Figure 1. Track usage over the die.
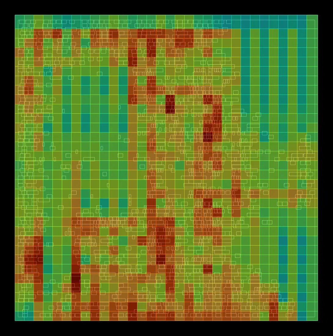
Figure 2. Ports around the boundary.
Drawn at 1 px/um. Pins as bars across the die edge, other pins in gray.
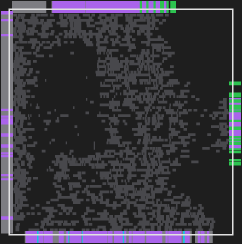
Figure 3. Routed metal, one color a layer.
Drawn at 1.5 px/um.
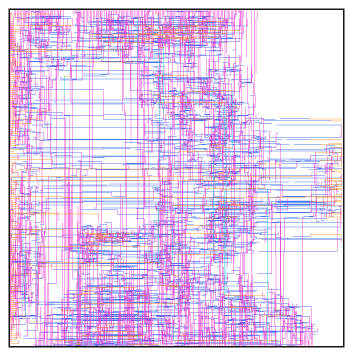
Figure 4. I/O nets highlighted.
Drawn at 1.5 px/um.
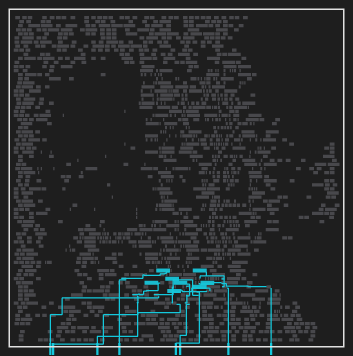
Figure 5. Register map, names as in the netlist.
Drawn at 1 px/um. Other sequential cells in the stronger gray, the rest of the logic in the fainter gray.
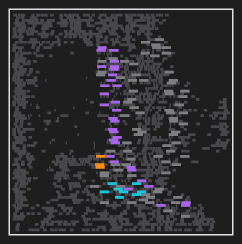
`config.mk`:
```
export PLATFORM = sky130hd
export DESIGN_NAME = adder_arbiter
export DESIGN_NICKNAME = d
export VERILOG_FILES = /design/src/rtl/adder_arbiter_pkg.sv /design/src/rtl/adder_arbiter_rr_pick.sv /design/src/rtl/adder_arbiter.sv
export SDC_FILE = /design/constraint.sdc
export NUM_CORES = 1
export LEC_CHECK = 0
export CAP_MARGIN = 0
export CORE_AREA = 2 2 220 222
export CTS_CLUSTER_SIZE = 28
export DETAILED_ROUTE_END_ITERATION = 8
export DIE_AREA = 0 0 222 224
export GPL_TIMING_DRIVEN = 0
export MAX_ROUTING_LAYER = met4
export SETUP_SLACK_MARGIN = 0.2
export SYNTH_ARGS = -nofsm -noshare
export SYNTH_HDL_FRONTEND = slang
export SYNTH_SLANG_ARGS = --single-unit
```
`constraint.sdc`:
```
create_clock -name clk -period 6.5 [get_ports clk]
set_clock_uncertainty 0.15 [all_clocks]
set_input_delay 0.65 -clock clk [delete_from_list [all_inputs] [get_ports clk]]
set_output_delay 0.65 -clock clk [all_outputs]
set_load 0.01 [all_outputs]
```
`src/rtl/adder_arbiter_pkg.sv`:
```
// Shared definitions for the adder_arbiter block: FSM state encoding,
// requester count and a small index-to-one-hot helper.
package adder_arbiter_pkg;

  localparam int unsigned N_REQ = 8;

  typedef enum logic [1:0] {
    IDLE = 2'd0,
    EXEC = 2'd1,
    DONE = 2'd2
  } state_t;

  function automatic logic [N_REQ-1:0] idx2onehot(input logic [2:0] idx);
    logic [N_REQ-1:0] v;
    v      = '0;
    v[idx] = 1'b1;
    return v;
  endfunction

endpackage

```
`src/rtl/adder_arbiter_rr_pick.sv`:
```
// rr_pick: combinational round-robin selector.
// Ports:
//   req   [7:0] request vector, bit i = requester i
//   ptr   [2:0] search start position
//   valid       any request present
//   idx   [2:0] first requester at or after ptr (wrapping 7->0)
module rr_pick
  import adder_arbiter_pkg::*;
(
  input  logic [N_REQ-1:0] req,
  input  logic [2:0]       ptr,
  output logic             valid,
  output logic [2:0]       idx
);

  logic [2*N_REQ-1:0] w_dbl;
  logic [N_REQ-1:0]   w_rot;
  logic [2:0]         w_off;

  // Rotating so that ptr lands on bit 0 turns the round-robin search
  // into a plain lowest-bit-first priority encode.
  assign w_dbl = {req, req};
  assign w_rot = w_dbl[ptr +: N_REQ];

  always_comb begin
    w_off = '0;
    for (int unsigned i = N_REQ; i > 0; i--) begin
      if (w_rot[i-1]) w_off = 3'(i - 1);
    end
  end

  assign valid = |req;
  assign idx   = ptr + w_off;

endmodule

```
`src/rtl/adder_arbiter.sv`:
```
// adder_arbiter: round-robin arbiter in front of a single shared adder.
// One requester is granted in IDLE, its operands are added in EXEC and
// the result is presented with a one-cycle ack in DONE.
// Ports:
//   clk, rst_n      clock, asynchronous active-low reset
//   req   [7:0]     request levels
//   op_a/op_b       packed operands, requester i at [i*WIDTH +: WIDTH]
//   gnt   [7:0]     one-hot grant, held IDLE->EXEC->DONE
//   ack   [7:0]     one-hot completion pulse (DONE cycle)
//   sum, cout       (A+B) result and carry, held between transactions
//   busy            state is not IDLE
module adder_arbiter
  import adder_arbiter_pkg::*;
#(
  parameter int unsigned WIDTH = 32
) (
  input  logic                   clk,
  input  logic                   rst_n,
  input  logic [N_REQ-1:0]       req,
  input  logic [N_REQ*WIDTH-1:0] op_a,
  input  logic [N_REQ*WIDTH-1:0] op_b,
  output logic [N_REQ-1:0]       gnt,
  output logic [N_REQ-1:0]       ack,
  output logic [WIDTH-1:0]       sum,
  output logic                   cout,
  output logic                   busy
);

  state_t             r_state, w_state_nxt;
  logic [N_REQ-1:0]   r_gnt, w_gnt_nxt;
  logic [N_REQ-1:0]   r_ack, w_ack_nxt;
  logic [WIDTH-1:0]   r_sum, w_sum_nxt;
  logic               r_cout, w_cout_nxt;
  logic [2:0]         r_ptr, w_ptr_nxt;
  logic [WIDTH-1:0]   r_a, w_a_nxt;
  logic [WIDTH-1:0]   r_b, w_b_nxt;

  logic               w_valid;
  logic [2:0]         w_idx;
  logic [WIDTH:0]     w_add;

  rr_pick u_rr_pick (
    .req   (req),
    .ptr   (r_ptr),
    .valid (w_valid),
    .idx   (w_idx)
  );

  // Single adder, always fed from the latched operands.
  assign w_add = {1'b0, r_a} + {1'b0, r_b};

  always_comb begin
    w_state_nxt = r_state;
    w_gnt_nxt   = r_gnt;
    w_ack_nxt   = '0;
    w_sum_nxt   = r_sum;
    w_cout_nxt  = r_cout;
    w_ptr_nxt   = r_ptr;
    w_a_nxt     = r_a;
    w_b_nxt     = r_b;
    case (r_state)
      IDLE: begin
        if (w_valid) begin
          w_gnt_nxt   = idx2onehot(w_idx);
          w_a_nxt     = op_a[w_idx*WIDTH +: WIDTH];
          w_b_nxt     = op_b[w_idx*WIDTH +: WIDTH];
          w_ptr_nxt   = w_idx + 3'd1;
          w_state_nxt = EXEC;
        end
      end
      EXEC: begin
        {w_cout_nxt, w_sum_nxt} = w_add;
        w_ack_nxt   = r_gnt;
        w_state_nxt = DONE;
      end
      DONE: begin
        w_gnt_nxt   = '0;
        w_state_nxt = IDLE;
      end
      default: begin
        w_gnt_nxt   = '0;
        w_state_nxt = IDLE;
      end
    endcase
  end

  always_ff @(posedge clk or negedge rst_n) begin
    if (!rst_n) begin
      r_state <= IDLE;
      r_gnt   <= '0;
      r_ack   <= '0;
      r_sum   <= '0;
      r_cout  <= 1'b0;
      r_ptr   <= '0;
      r_a     <= '0;
      r_b     <= '0;
    end else begin
      r_state <= w_state_nxt;
      r_gnt   <= w_gnt_nxt;
      r_ack   <= w_ack_nxt;
      r_sum   <= w_sum_nxt;
      r_cout  <= w_cout_nxt;
      r_ptr   <= w_ptr_nxt;
      r_a     <= w_a_nxt;
      r_b     <= w_b_nxt;
    end
  end

  assign gnt  = r_gnt;
  assign ack  = r_ack;
  assign sum  = r_sum;
  assign cout = r_cout;
  assign busy = (r_state != IDLE);

endmodule

```
==> reports/results.env <==
TAPS=615
WORST_R2R_PATH_DEPTH=15
SYNTH_CHIP_AREA_UM2=9900
COMB_AREA_FRAC=0.389
AREA_DELTA_SYNTH_FINAL_PCT=71.9
FAILED_CHECKS='hold timing'
FINAL.HOLD.WORST_SLACK_PS=-1.90
TOP_NON_SEQ_FAMILY='multiplexers'
MET3_WIRELENGTH_MM=3.78
CLOCK_TREE_AREA_FRACTION=0.0338
POST_CTS_RESIZED=0
DIE_AREA_UM2=49700
RUN_STATUS='finished, violations left'
WORSTPATHCELLLIST='buf_2 > mux2_2 > o21ai_0 > o21ai_0 > a21oi_1 > nor2_1 > o211ai_1 > o31ai_1 > ha_1 > clkbuf_1 > clkbuf_1 > clkbuf_1 > mux4_2 > mux2i_1 > o21ai_0'
SLEW_VIOLATIONS=0
HOLD_VIOL_FINAL=1
FLOORPLAN.INITIALDENSITY=0.209
COMB_POWER_SHARE=0.801
CTS_HOLD_BUFFERS=0
POST-ROUTE-WORST-SETUP-SLACK_PS=723
Back to the opening pictures, Figure 1:
met3 GRT Util: 0.0547
overall fraction of global-route tracks in use: 0.221
met1 usage: 0.270
M2 GR Usage: 0.362
WL/cell: 25.7 um

Back to the opening pictures, Figure 2:
Key: purple = `op_b` [pins 256, direction input, edge 106 bottom, 106 top, 24 right, 20 left]; green = `sum` [pins 32, direction output, edge 23 right, 9 top]; cyan = `gnt` [pins 8, direction output, edge bottom]

Back to the opening pictures, Figure 3:
Key: orange = met3 [wire length 3,780 um]; magenta = met2 [wire length 26.8 mm]; cyan = met4 [wire length 1,030 um]; blue = met1 [wire length 22.8 mm]

Back to the opening pictures, Figure 4:
Key: cyan = `gnt` [bits 8, direction output, edge bottom, end cells 8, wire 758 um]

Back to the opening pictures, Figure 5:
Key: orange = `r_ptr` [flops 3]; cyan = `gnt` [flops 8, where bottom center]; purple = `r_a` [flops 32]
Another 75 sequential cells are not colored.

## synth_stat cells (all sizes together) (2+ instances only)
cell type	instances
or4	4
nand2	124
nor2b	2
and2	10
a211o	2
fa	2
a211oi	10
a21oi	28
nand3b	3
a221o	8
o211ai	2
a22o	3
nand3	7
a21boi	2
a32o	2
nor2	25
or3	2
ha	34
buf	12
mux2	11
clkbuf	54
nand2b	6
nor3	12
o31ai	7
and3	3
xor2	12
a31o	2
or2	4
dfrtp	118
mux4	127
a31oi	6
o21a	10
o311a	3
xnor2	12
o21ai	116
nand4	3
a21o	15
mux2i	67
inv	14
## stage by stage
step	area (um2)	hold WS (ps)	total power, mW
after floorplan	9900	204	7.34
after global routing	17000	30.9	12.4
after global placement	16400	311	10.7
final	17000	-1.90	11.5
after CTS	17000	11.6	11.7
after detailed placement	16400	315	10.8
Power is estimated from default activity; no workload was simulated.
